<file path="config.mk">
export PLATFORM = sky130hd
export DESIGN_NAME = kbd_translator
export DESIGN_NICKNAME = d
export VERILOG_FILES = /design/src/rtl/kbd_translator_pkg.sv /design/src/rtl/kbd_translator_ascii_rom.sv /design/src/rtl/kbd_translator.sv
export SDC_FILE = /design/constraint.sdc
export NUM_CORES = 1
export LEC_CHECK = 0
export CAP_MARGIN = 20
export CORE_UTILIZATION = 55
export DETAILED_ROUTE_END_ITERATION = 7
export GPL_TIMING_DRIVEN = 0
export PLACE_DENSITY = 0.8
export SETUP_SLACK_MARGIN = 0.15
export SLEW_MARGIN = 20
export SYNTH_ARGS = -nofsm -noshare
export SYNTH_HDL_FRONTEND = slang
export SYNTH_SLANG_ARGS = --single-unit
</file>
<file path="constraint.sdc">
create_clock -name clk_i -period 3.1 [get_ports clk_i]
set_input_delay 0.93 -clock clk_i [delete_from_list [all_inputs] [get_ports clk_i]]
set_output_delay 0.93 -clock clk_i [all_outputs]
set_load 0.02 [all_outputs]
</file>
<file path="src/rtl/kbd_translator_pkg.sv">
// Shared types, virtual-key constants and the default scan-to-ASCII table
// (the arom.mem image: lower half unshifted, upper half shifted).
package kbd_translator_pkg;

  typedef struct packed {
    logic       is_break;
    logic [7:0] vk;
  } kbd_event_t;

  typedef struct packed {
    logic caps;
    logic alt;
    logic ctrl;
    logic shift;
  } kbd_mods_t;

  typedef enum logic [1:0] {
    IDLE,
    LOOKUP,
    EMIT
  } kbd_state_e;

  localparam logic [7:0] VK_LSHIFT = 8'hA0;
  localparam logic [7:0] VK_RSHIFT = 8'hA1;
  localparam logic [7:0] VK_LCTRL  = 8'hA2;
  localparam logic [7:0] VK_RCTRL  = 8'hA3;
  localparam logic [7:0] VK_LALT   = 8'hA4;
  localparam logic [7:0] VK_RALT   = 8'hA5;
  localparam logic [7:0] VK_CAPS   = 8'h14;
  localparam logic [7:0] VK_A      = 8'h41;
  localparam logic [7:0] VK_Z      = 8'h5A;

  localparam int ROM_DEPTH = 512;
  typedef logic [ROM_DEPTH-1:0][7:0] arom_t;

  // Shifted symbols for digit keys '0'..'9', leftmost character is '0'.
  localparam logic [79:0] SHIFT_DIGITS = ")!@#$%^&*(";

  function automatic logic is_letter(input logic [7:0] vk);
    return (vk >= VK_A) && (vk <= VK_Z);
  endfunction

  function automatic logic is_modifier(input logic [7:0] vk);
    return (vk >= VK_LSHIFT && vk <= VK_RALT) || (vk == VK_CAPS);
  endfunction

  function automatic arom_t arom_table();
    arom_t      t;
    logic [8:0] a;
    t = '0;
    for (int v = 0; v < 256; v++) begin
      a = 9'(v);
      if (a[7:0] >= VK_A && a[7:0] <= VK_Z) begin
        t[a]                = a[7:0] + 8'h20;
        t[{1'b1, a[7:0]}]   = a[7:0];
      end else if (a[7:0] >= 8'h30 && a[7:0] <= 8'h39) begin
        t[a]                = a[7:0];
        t[{1'b1, a[7:0]}]   = SHIFT_DIGITS[8*(8'h39 - a[7:0]) +: 8];
      end
    end
    t[9'h008] = 8'h08;  t[9'h108] = 8'h08;
    t[9'h009] = 8'h09;  t[9'h109] = 8'h09;
    t[9'h00D] = 8'h0D;  t[9'h10D] = 8'h0D;
    t[9'h01B] = 8'h1B;  t[9'h11B] = 8'h1B;
    t[9'h020] = 8'h20;  t[9'h120] = 8'h20;
    return t;
  endfunction

endpackage

</file>
<file path="src/rtl/kbd_translator_ascii_rom.sv">
// Registered-read 512x8 scan-to-ASCII table addressed by {shift, vk}.
// CONTENTS defaults to the arom.mem image built in kbd_translator_pkg.
module kbd_translator_ascii_rom
  import kbd_translator_pkg::*;
#(
  parameter arom_t CONTENTS = arom_table()
) (
  input  logic       clk_i,
  input  logic       read_enable_i,
  input  logic [8:0] read_addr_i,
  output logic [7:0] read_data_o
);

  always_ff @(posedge clk_i) begin
    if (read_enable_i) read_data_o <= CONTENTS[read_addr_i];
  end

endmodule

</file>
<file path="src/rtl/kbd_translator.sv">
// Virtual-key event to ASCII translator with modifier tracking and caps lock.
// Optional typematic repeat filter: define KBD_TRANSLATOR_REPEAT_FILTER_EN.
//
// state  | meaning
// IDLE   | waiting for an event; pops the FIFO head when one is present
// LOOKUP | apply modifier / drop break, or issue the ROM read
// EMIT   | load output register, then hold it until the consumer accepts
module kbd_translator
  import kbd_translator_pkg::*;
#(
  parameter int FILTER_DEPTH = 1
) (
  input  logic       clk_i,
  input  logic       reset_ni,
  input  logic       read_valid_i,
  input  kbd_event_t read_data_i,
  output logic       read_enable_o,
  output logic [7:0] char_o,
  output logic [3:0] mods_o,
  output logic       valid_o,
  input  logic       ready_i,
  output logic       caps_lock_o,
  output logic       interrupt_o
);

  kbd_state_e state_q, state_d;
  kbd_event_t ev_q;
  kbd_mods_t  mods_q, mods_now;
  logic       lshift_q, rshift_q, lctrl_q, rctrl_q, lalt_q, ralt_q, caps_q;
  logic [7:0] char_q, rom_data, emit_char;
  logic       valid_q, rom_re, letter, modifier, shift_eff, filtered;
  logic [8:0] rom_addr;

  assign mods_now.shift = lshift_q | rshift_q;
  assign mods_now.ctrl  = lctrl_q | rctrl_q;
  assign mods_now.alt   = lalt_q | ralt_q;
  assign mods_now.caps  = caps_q;

  assign letter    = is_letter(ev_q.vk);
  assign modifier  = is_modifier(ev_q.vk);
  assign shift_eff = letter ? (mods_now.shift ^ caps_q) : mods_now.shift;
  assign rom_addr  = {shift_eff, ev_q.vk};
  assign emit_char = (mods_now.ctrl && letter) ? (ev_q.vk - 8'h40) : rom_data;

`ifdef KBD_TRANSLATOR_REPEAT_FILTER_EN
  localparam int CNT_W = (FILTER_DEPTH < 1) ? 1 : $clog2(FILTER_DEPTH + 1);
  localparam logic [CNT_W-1:0] DEPTH_C = CNT_W'(FILTER_DEPTH);
  logic [7:0]       last_vk_q;
  logic             last_vld_q;
  logic [CNT_W-1:0] rep_cnt_q;

  assign filtered = last_vld_q && (last_vk_q == ev_q.vk) && (rep_cnt_q < DEPTH_C);

  // Any break re-arms the filter, so the next make always gets through.
  always_ff @(posedge clk_i) begin
    if (!reset_ni) begin
      last_vk_q  <= '0;
      last_vld_q <= 1'b0;
      rep_cnt_q  <= '0;
    end else if (state_q == LOOKUP) begin
      if (ev_q.is_break) begin
        last_vld_q <= 1'b0;
        rep_cnt_q  <= '0;
      end else if (!modifier) begin
        if (filtered) begin
          rep_cnt_q <= rep_cnt_q + CNT_W'(1);
        end else begin
          last_vk_q  <= ev_q.vk;
          last_vld_q <= 1'b1;
          rep_cnt_q  <= '0;
        end
      end
    end
  end
`else
  logic unused_filter_depth;
  assign unused_filter_depth = ^FILTER_DEPTH;
  assign filtered = 1'b0;
`endif

  kbd_translator_ascii_rom u_ascii_rom (
    .clk_i         (clk_i),
    .read_enable_i (rom_re),
    .read_addr_i   (rom_addr),
    .read_data_o   (rom_data)
  );

  always_ff @(posedge clk_i) begin
    if (!reset_ni) state_q <= IDLE;
    else           state_q <= state_d;
  end

  always_comb begin
    state_d       = state_q;
    read_enable_o = 1'b0;
    rom_re        = 1'b0;
    unique case (state_q)
      IDLE: begin
        if (read_valid_i) begin
          read_enable_o = reset_ni;
          state_d       = LOOKUP;
        end
      end
      LOOKUP: begin
        if (!modifier && !ev_q.is_break && !filtered) begin
          rom_re  = 1'b1;
          state_d = EMIT;
        end else begin
          state_d = IDLE;
        end
      end
      EMIT: begin
        if (!valid_q) begin
          if (emit_char == 8'h00) state_d = IDLE;
        end else if (ready_i) begin
          state_d = IDLE;
        end
      end
      default: state_d = IDLE;
    endcase
  end

  always_ff @(posedge clk_i) begin
    if (!reset_ni) begin
      ev_q     <= '0;
      lshift_q <= 1'b0;
      rshift_q <= 1'b0;
      lctrl_q  <= 1'b0;
      rctrl_q  <= 1'b0;
      lalt_q   <= 1'b0;
      ralt_q   <= 1'b0;
      caps_q   <= 1'b0;
      char_q   <= 8'h00;
      mods_q   <= '0;
      valid_q  <= 1'b0;
    end else begin
      if (read_enable_o) ev_q <= read_data_i;
      if (state_q == LOOKUP && modifier) begin
        case (ev_q.vk)
          VK_LSHIFT: lshift_q <= !ev_q.is_break;
          VK_RSHIFT: rshift_q <= !ev_q.is_break;
          VK_LCTRL:  lctrl_q  <= !ev_q.is_break;
          VK_RCTRL:  rctrl_q  <= !ev_q.is_break;
          VK_LALT:   lalt_q   <= !ev_q.is_break;
          VK_RALT:   ralt_q   <= !ev_q.is_break;
          VK_CAPS:   if (!ev_q.is_break) caps_q <= !caps_q;
          default: ;
        endcase
      end
      if (state_q == EMIT) begin
        if (!valid_q) begin
          if (emit_char != 8'h00) begin
            char_q  <= emit_char;
            mods_q  <= mods_now;
            valid_q <= 1'b1;
          end
        end else if (ready_i) begin
          valid_q <= 1'b0;
        end
      end
    end
  end

  assign char_o      = char_q;
  assign mods_o      = mods_q;
  assign valid_o     = valid_q;
  assign interrupt_o = valid_q;
  assign caps_lock_o = caps_q;

endmodule

</file>
Zoomed window:
Region (38, 6) to (58, 26) um. Cells in grey, sequential cells in the stronger grey; small squares are vias.
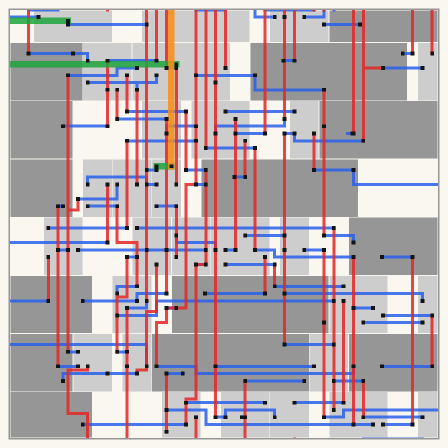
| layer | colour |
|---|---|
| M3 | green |
| M4 | orange |
| M1 | blue |
| M2 | red |
most frequent: nor2_1 (8), dfxtp_1 (8)
cells with their middle in the window: 36
netlist names of flops here include: `char_o` (7), `interrupt_o` (1)
sequential cells in the window: 8

Routed metal, one colour a layer:
Scale: 6 px per um.
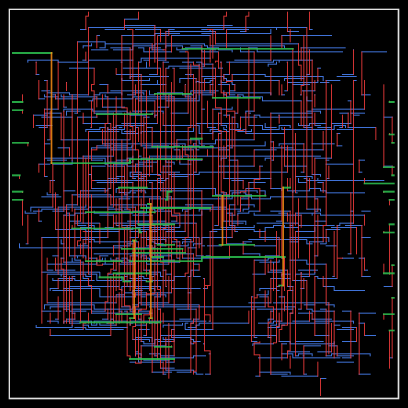
| layer | colour | wire length |
|---|---|---|
| M1 | blue | 2430 um |
| M3 | green | 275 um |
| M2 | red | 2480 um |
| M4 | orange | 74.8 um |
wirelength, routed: 5260 um
routed length per instance: 15.1 um
Global Route Usage Sum: 27.0%
via count: 2090

Clock wires, drivers and flops:
Scale: 4 px per um.
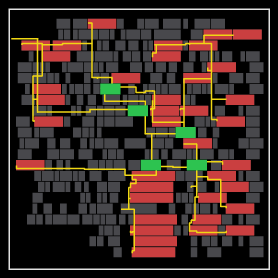
[clock-net drivers] green | count: 5
[clock wires] yellow | length: 408 um
[flip-flops] red | count: 38
flops lie: spread over the die
Clk network pwr share: 32.1%
Latency at later pin: 0.28 ns

Routing congestion:
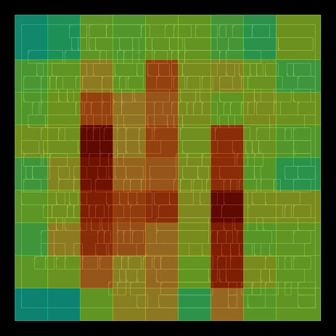
busiest grt layer: met2
global-route track usage on met2: 45.3%
met1 Use GR: 34.3%
met3 Use GR: 4.23%

Sequential cells grouped by signal name:
Scale: 8 px per um.
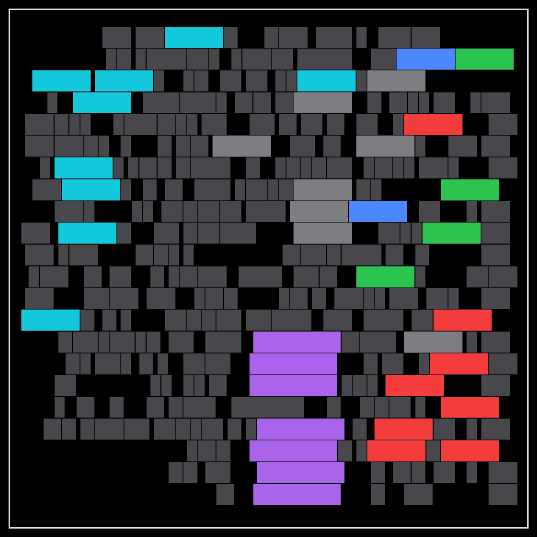
| signal | colour | flops |
|---|---|---|
| `char_o` | red | 8 |
| `state_q` | blue | 2 |
| `u_ascii_rom.read_data_o` | purple | 7 |
| `mods_o` | green | 4 |
| `ev_q` | cyan | 9 |
sequential cell area share: 31.4%
sequential standard cell area: 831 sq um

==> impl_metrics.env <==
# physical design summary
export IMPL_outcome="complete, no violations"
export IMPL_crit_top_cell="mux2i_1"
export IMPL_die_width_um=64.6
export IMPL_p_leak_uw=0.000962
export IMPL_irDropWorstVdd_uv=268
export IMPL_flops=38
export IMPL_route_antenna_remaining_nets=0
export IMPL_boundaryPins=29
export IMPL_p_comb_share_pct=20.9
export IMPL_drc=0
export IMPL_period_minus_slack_ns=2.68
export IMPL_cts_buffers=5
export IMPL_top_power_group="registers"
export IMPL_worstPathMaxFanout=10
export IMPL_place_ws_ns=-0.904
export IMPL_clockBufferDepth=2
export IMPL_cp_arrival_ns=2.72
export IMPL_tap_cell_count=48
export IMPL_maxSlewHeadroom_pct=62.8
export IMPL_num_rows=22
export IMPL_hp_start="lalt_q$_SDFFE_PN0P_"
export IMPL_cts_max_level=2
export IMPL_fp_util_pct=58.0
export IMPL_largest_class="combinational gates"
export IMPL_slowest_delay_ns=0.47
export IMPL_logic_family="simple AND/OR/NAND/NOR gates"
export IMPL_ys_chip_area_sq_um=2160
export IMPL_largest_reg_flops=9
export IMPL_adder_share_pct=2.32
export IMPL_yosys_warnings=0
export IMPL_setup_viol=0
export IMPL_async_flop_share_pct=0
export IMPL_path_depth=9
export IMPL_netSwitchingPower_uw=333
Power and IR drop assume default switching activity.
